### config.mk
export PLATFORM = sky130hd
export DESIGN_NAME = pipeline_ctrl
export DESIGN_NICKNAME = d
export VERILOG_FILES = /design/src/rtl/pipeline_ctrl_pkg.sv /design/src/rtl/hazard_detect.sv /design/src/rtl/pipeline_ctrl.sv
export SDC_FILE = /design/constraint.sdc
export NUM_CORES = 1
export LEC_CHECK = 0
export ABC_AREA = 1
export CAP_MARGIN = 20
export CORE_MARGIN = 1.5
export CORE_UTILIZATION = 29
export DETAILED_ROUTE_END_ITERATION = 10
export PLACE_DENSITY = 0.73
export SYNTH_ARGS = -nofsm -noshare
export SYNTH_HDL_FRONTEND = slang
export SYNTH_SLANG_ARGS = --single-unit
export TNS_END_PERCENT = 1
### constraint.sdc
create_clock -name clk -period 1.25 [get_ports clk]
set_input_delay 0.375 -clock clk [delete_from_list [all_inputs] [get_ports clk]]
set_output_delay 0.375 -clock clk [all_outputs]
set_load 0.03 [all_outputs]
### src/rtl/pipeline_ctrl_pkg.sv
// -----------------------------------------------------------------------------
// pipeline_ctrl_pkg
// Shared definitions for the five-stage pipeline controller:
//   - REG_W          register-number width (4 -> R0..R15)
//   - STALL_CNT_W    width of the stall-cycle counter output
//   - ctrl_state_e   2-bit controller FSM state encoding
//   - ctrl_out_t     bundle of the pipeline-register write/flush controls
//   - ctrl_all()     helper building a control bundle with every write equal
//                    to the argument and every flush cleared
// -----------------------------------------------------------------------------
package pipeline_ctrl_pkg;

  localparam int REG_W       = 4;
  localparam int STALL_CNT_W = 16;

  typedef enum logic [1:0] {
    RUN       = 2'd0,
    DMEM_WAIT = 2'd1,
    DRAIN     = 2'd2,
    HALT      = 2'd3
  } ctrl_state_e;

  typedef struct packed {
    logic pc_write;
    logic if_id_write;
    logic if_id_flush;
    logic id_ex_write;
    logic id_ex_flush;
    logic ex_mem_write;
    logic mem_wb_write;
  } ctrl_out_t;

  function automatic ctrl_out_t ctrl_all(input logic wr);
    ctrl_out_t c;
    c.pc_write     = wr;
    c.if_id_write  = wr;
    c.if_id_flush  = 1'b0;
    c.id_ex_write  = wr;
    c.id_ex_flush  = 1'b0;
    c.ex_mem_write = wr;
    c.mem_wb_write = wr;
    return c;
  endfunction

endpackage

### src/rtl/hazard_detect.sv
// -----------------------------------------------------------------------------
// hazard_detect
// Purely combinational load-use hazard comparator. Flags when the instruction
// in EX is a load whose destination is read by the instruction in ID. R0 is
// hard-wired to zero, so a load targeting R0 never creates a dependency.
// Ports:
//   id_src1, id_src2  in  REG_W  ID-stage source register numbers
//   id_use1, id_use2  in  1      the matching source is actually read
//   ex_dst_reg        in  REG_W  EX-stage destination register
//   ex_mem_read       in  1      EX instruction is a load
//   load_use          out 1      hazard present this cycle
// -----------------------------------------------------------------------------
module hazard_detect
  import pipeline_ctrl_pkg::*;
(
  input  logic [REG_W-1:0] id_src1,
  input  logic [REG_W-1:0] id_src2,
  input  logic             id_use1,
  input  logic             id_use2,
  input  logic [REG_W-1:0] ex_dst_reg,
  input  logic             ex_mem_read,
  output logic             load_use
);

  logic src1_hit;
  logic src2_hit;

  assign src1_hit = id_use1 && (id_src1 == ex_dst_reg);
  assign src2_hit = id_use2 && (id_src2 == ex_dst_reg);
  assign load_use = ex_mem_read && (ex_dst_reg != '0) && (src1_hit || src2_hit);

endmodule

### src/rtl/pipeline_ctrl.sv
// -----------------------------------------------------------------------------
// pipeline_ctrl
// Stall / flush / halt controller for a five-stage pipeline. A small FSM
// (RUN, DMEM_WAIT, DRAIN, HALT) plus combinational output logic decides, every
// cycle, which pipeline registers capture and which get a NOP.
// Event priority, highest first: HALT state, dmem_busy, load-use, taken
// branch in ID, HLT in ID, imem_busy, normal advance.
// Optional feature: define PIPE_STALL_CNT_EN to build a saturating counter of
// cycles with pc_write=0 outside HALT; otherwise stall_cycles is tied to 0.
// Ports:
//   clk, rst                      clock; asynchronous active-low reset
//   id_src1/2, id_use1/2          ID-stage source operands
//   ex_dstReg, ex_mem_read        EX-stage destination and load flag
//   id_br_taken, id_hlt, wb_hlt   branch taken / HLT in ID / HLT in WB
//   imem_busy, dmem_busy          memory not ready this cycle
//   pc_write .. mem_wb_write      pipeline register write / flush controls
//   halted                        processor stopped until reset
//   stall_cycles                  stall-cycle count (0 unless counter built)
// -----------------------------------------------------------------------------
module pipeline_ctrl
  import pipeline_ctrl_pkg::*;
(
  input  logic                   clk,
  input  logic                   rst,
  input  logic [REG_W-1:0]       id_src1,
  input  logic [REG_W-1:0]       id_src2,
  input  logic                   id_use1,
  input  logic                   id_use2,
  input  logic [REG_W-1:0]       ex_dstReg,
  input  logic                   ex_mem_read,
  input  logic                   id_br_taken,
  input  logic                   id_hlt,
  input  logic                   wb_hlt,
  input  logic                   imem_busy,
  input  logic                   dmem_busy,
  output logic                   pc_write,
  output logic                   if_id_write,
  output logic                   if_id_flush,
  output logic                   id_ex_write,
  output logic                   id_ex_flush,
  output logic                   ex_mem_write,
  output logic                   mem_wb_write,
  output logic                   halted,
  output logic [STALL_CNT_W-1:0] stall_cycles
);

  ctrl_state_e state, state_nxt;
  ctrl_state_e eff_state;
  logic        ret_drain, ret_drain_nxt;
  logic        bubble_done, bubble_done_nxt;
  logic        load_use;
  ctrl_out_t   ctl;
  logic        halted_c;

  hazard_detect u_hazard_detect (
    .id_src1     (id_src1),
    .id_src2     (id_src2),
    .id_use1     (id_use1),
    .id_use2     (id_use2),
    .ex_dst_reg  (ex_dstReg),
    .ex_mem_read (ex_mem_read),
    .load_use    (load_use)
  );

  // State register. ret_drain remembers whether a data-memory wait interrupted
  // a drain, so the drain resumes afterwards. bubble_done marks that the
  // previous advancing cycle already inserted the load-use bubble, which
  // keeps a still-visible hazard from stalling a second time.
  always_ff @(posedge clk or negedge rst) begin
    if (!rst) begin
      state       <= RUN;
      ret_drain   <= 1'b0;
      bubble_done <= 1'b0;
    end else begin
      state       <= state_nxt;
      ret_drain   <= ret_drain_nxt;
      bubble_done <= bubble_done_nxt;
    end
  end

  // Next-state and output decode. Once the data memory releases, DMEM_WAIT
  // behaves exactly like the state it interrupted (eff_state), so the release
  // cycle is already a productive cycle rather than an extra stall. Reset low
  // forces every control to zero immediately, independent of the flops.
  always_comb begin
    ctl             = ctrl_all(1'b1);
    halted_c        = 1'b0;
    state_nxt       = state;
    ret_drain_nxt   = ret_drain;
    bubble_done_nxt = bubble_done;
    eff_state       = state;
    if (state == DMEM_WAIT) begin
      eff_state = ret_drain ? DRAIN : RUN;
    end

    if (state == HALT) begin
      ctl      = ctrl_all(1'b0);
      halted_c = 1'b1;
    end else if (dmem_busy) begin
      ctl       = ctrl_all(1'b0);
      state_nxt = DMEM_WAIT;
      if (state != DMEM_WAIT) begin
        ret_drain_nxt = (state == DRAIN);
      end
    end else if (eff_state == DRAIN) begin
      // Fetch is frozen and IF/ID fed NOPs; EX, MEM and WB keep retiring
      // until the HLT reaches write-back.
      ctl.pc_write    = 1'b0;
      ctl.if_id_flush = 1'b1;
      bubble_done_nxt = 1'b0;
      state_nxt       = wb_hlt ? HALT : DRAIN;
    end else begin
      state_nxt       = RUN;
      bubble_done_nxt = 1'b0;
      if (load_use && !bubble_done) begin
        ctl.pc_write    = 1'b0;
        ctl.if_id_write = 1'b0;
        ctl.id_ex_flush = 1'b1;
        bubble_done_nxt = 1'b1;
      end else if (id_br_taken) begin
        ctl.if_id_flush = 1'b1;
      end else if (id_hlt) begin
        ctl.pc_write    = 1'b0;
        ctl.if_id_flush = 1'b1;
        state_nxt       = DRAIN;
      end else if (imem_busy) begin
        ctl.pc_write    = 1'b0;
        ctl.if_id_flush = 1'b1;
      end
    end

    if (!rst) begin
      ctl      = ctrl_all(1'b0);
      halted_c = 1'b0;
    end
  end

  assign pc_write     = ctl.pc_write;
  assign if_id_write  = ctl.if_id_write;
  assign if_id_flush  = ctl.if_id_flush;
  assign id_ex_write  = ctl.id_ex_write;
  assign id_ex_flush  = ctl.id_ex_flush;
  assign ex_mem_write = ctl.ex_mem_write;
  assign mem_wb_write = ctl.mem_wb_write;
  assign halted       = halted_c;

`ifdef PIPE_STALL_CNT_EN
  logic [STALL_CNT_W-1:0] stall_cnt;

  // Saturating count of cycles in which fetch did not advance, excluding the
  // permanent stop in HALT.
  always_ff @(posedge clk or negedge rst) begin
    if (!rst) begin
      stall_cnt <= '0;
    end else if (!ctl.pc_write && (state != HALT) && (stall_cnt != '1)) begin
      stall_cnt <= stall_cnt + 1'b1;
    end
  end

  assign stall_cycles = stall_cnt;
`else
  assign stall_cycles = '0;
`endif

endmodule

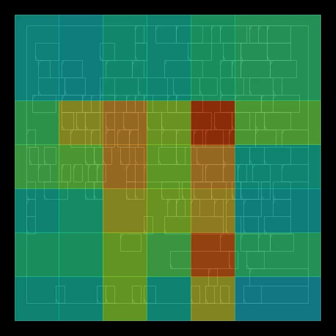
(congestion heat map)
Finished Core Util: 54.8%
busiest metal layer after global routing: met2

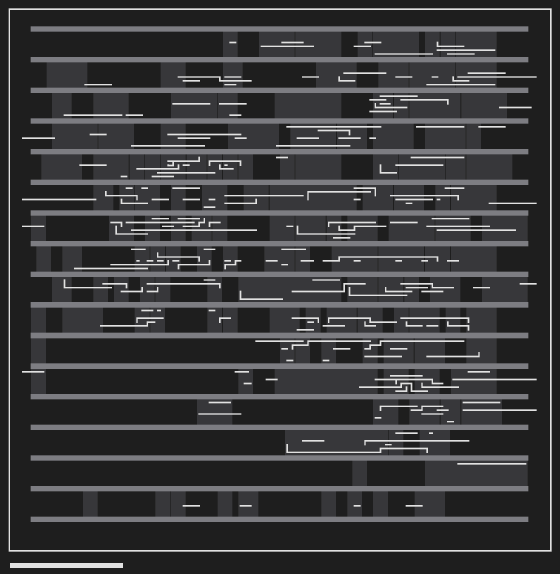
(met1 routing)
Scale bar: 10 um. Supply wires on this layer in gray.
wire length on this layer: 564 um
nets with wire on the layer: 136
longest straight run: 11.0 um
main direction: horizontal
met1 routing resource usage after global routing: 13.3%
vias: 698
routed wire length: 1.55 mm

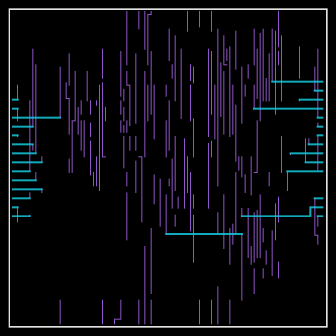
(signal wires by layer)
Two of the layers only.
legend:
  cyan:
    layer: met3
    wire_length: 105 um
  purple:
    layer: met2
    wire_length: 881 um

[critical path: cells and delay by family (launching register included)]
kind / cells / cell delay [ns]
buffers and inverters: 4 / 0.43
DFF: 1 / 0.40
and+or+nand+nor: 5 / 0.36
[Yosys cell counts]
cell / count / area [um^2]
sky130_fd_sc_hd__o31ai_1: 1 / 7.51
sky130_fd_sc_hd__a21oi_1: 2 / 10.0
sky130_fd_sc_hd__buf_4: 18 / 135
sky130_fd_sc_hd__inv_1: 12 / 45.0
sky130_fd_sc_hd__nor2_2: 4 / 25.0
sky130_fd_sc_hd__nand2_1: 24 / 90.1
sky130_fd_sc_hd__inv_2: 4 / 15.0
sky130_fd_sc_hd__o21ai_0: 2 / 10.0
sky130_fd_sc_hd__conb_1: 1 / 3.75
sky130_fd_sc_hd__nand4_2: 1 / 12.5
sky130_fd_sc_hd__a31oi_2: 1 / 12.5
sky130_fd_sc_hd__nand3_2: 1 / 10.0
sky130_fd_sc_hd__nand2_2: 7 / 43.8
sky130_fd_sc_hd__xnor2_1: 2 / 17.5
sky130_fd_sc_hd__dfrtp_1: 4 / 100
sky130_fd_sc_hd__nor4_1: 1 / 6.26
sky130_fd_sc_hd__nor2_1: 7 / 26.3
sky130_fd_sc_hd__nand3_1: 3 / 15.0
[area by class of cell]
class,instances,area [um^2],share of cell area (%)
clock buffers,3,22.5,2.14
inverters,16,62.6,5.95
multi-input cells,72,400,38.0
flip-flops and latches,4,100,9.51
well taps,27,33.8,3.21
repair buffers,49,433,41.1
[metal layers]
| layer | vias to the layer above | global-route usage, % | share of wire, % |
|---|---|---|---|
| met1 | 318 | 13.3 | 36 |
| met3 | 0 | 3.77 | 6.8 |
| li1 | 349 | - | - |
| met5 | - | 0 | 0 |
| met2 | 31 | 28.3 | 57 |
| met4 | 0 | 3.24 | 0 |
==> results_dict.tcl <==
# implementation run metrics
set metrics [dict create \
    status "complete, but fails checks" \
    failed_checks "negative setup slack" \
    yosysSeqAreaShare_pct 17.1 \
    timing.rr.start "bubble_done" \
    number_of_antenna_violations_at_the_first_check_in_global_routing 0 \
    fmax_ghz 0.549 \
    design.core.area_um2 1920 \
    place_congestion 0.842 \
    post_cts.repair.setup_buffers 4 \
    powerDensity_nw_per_um2 498 \
    n_fill_cell 198 \
    period_minus_slack_ns 1.82 \
    floorplan.die.height_um 47.9 \
    clock_power_uw 162 \
    timing_max_transition_violations_final 0 \
    setup_viol 9 \
    irDropWorstVdd_mv 0.330 \
    regMostFlops "state" \
    hold_violations 0 \
    post_synth.cell_area_avg_um2 6.16 \
    drive_above_1_share_pct 50.0 \
    final.setup.worst_slack_ns -0.571 \
    critPathMaxStageDelay_ns 0.40 \
    syn_inst 95 \
    power.share.combinational_pct 43.8 \
    largest_register_ff_count 2 \
    floorplan.io_pins 46 \
    clk_latency_ns 0.24 \
    net_load_switching_power_uw 195 \
    fin_tns_setup_ns -3.18 \
    synth_chip_area_um2 586 \
    tritoncts_clock_tree "built" \
    leakage_uw 0.000567 \
]
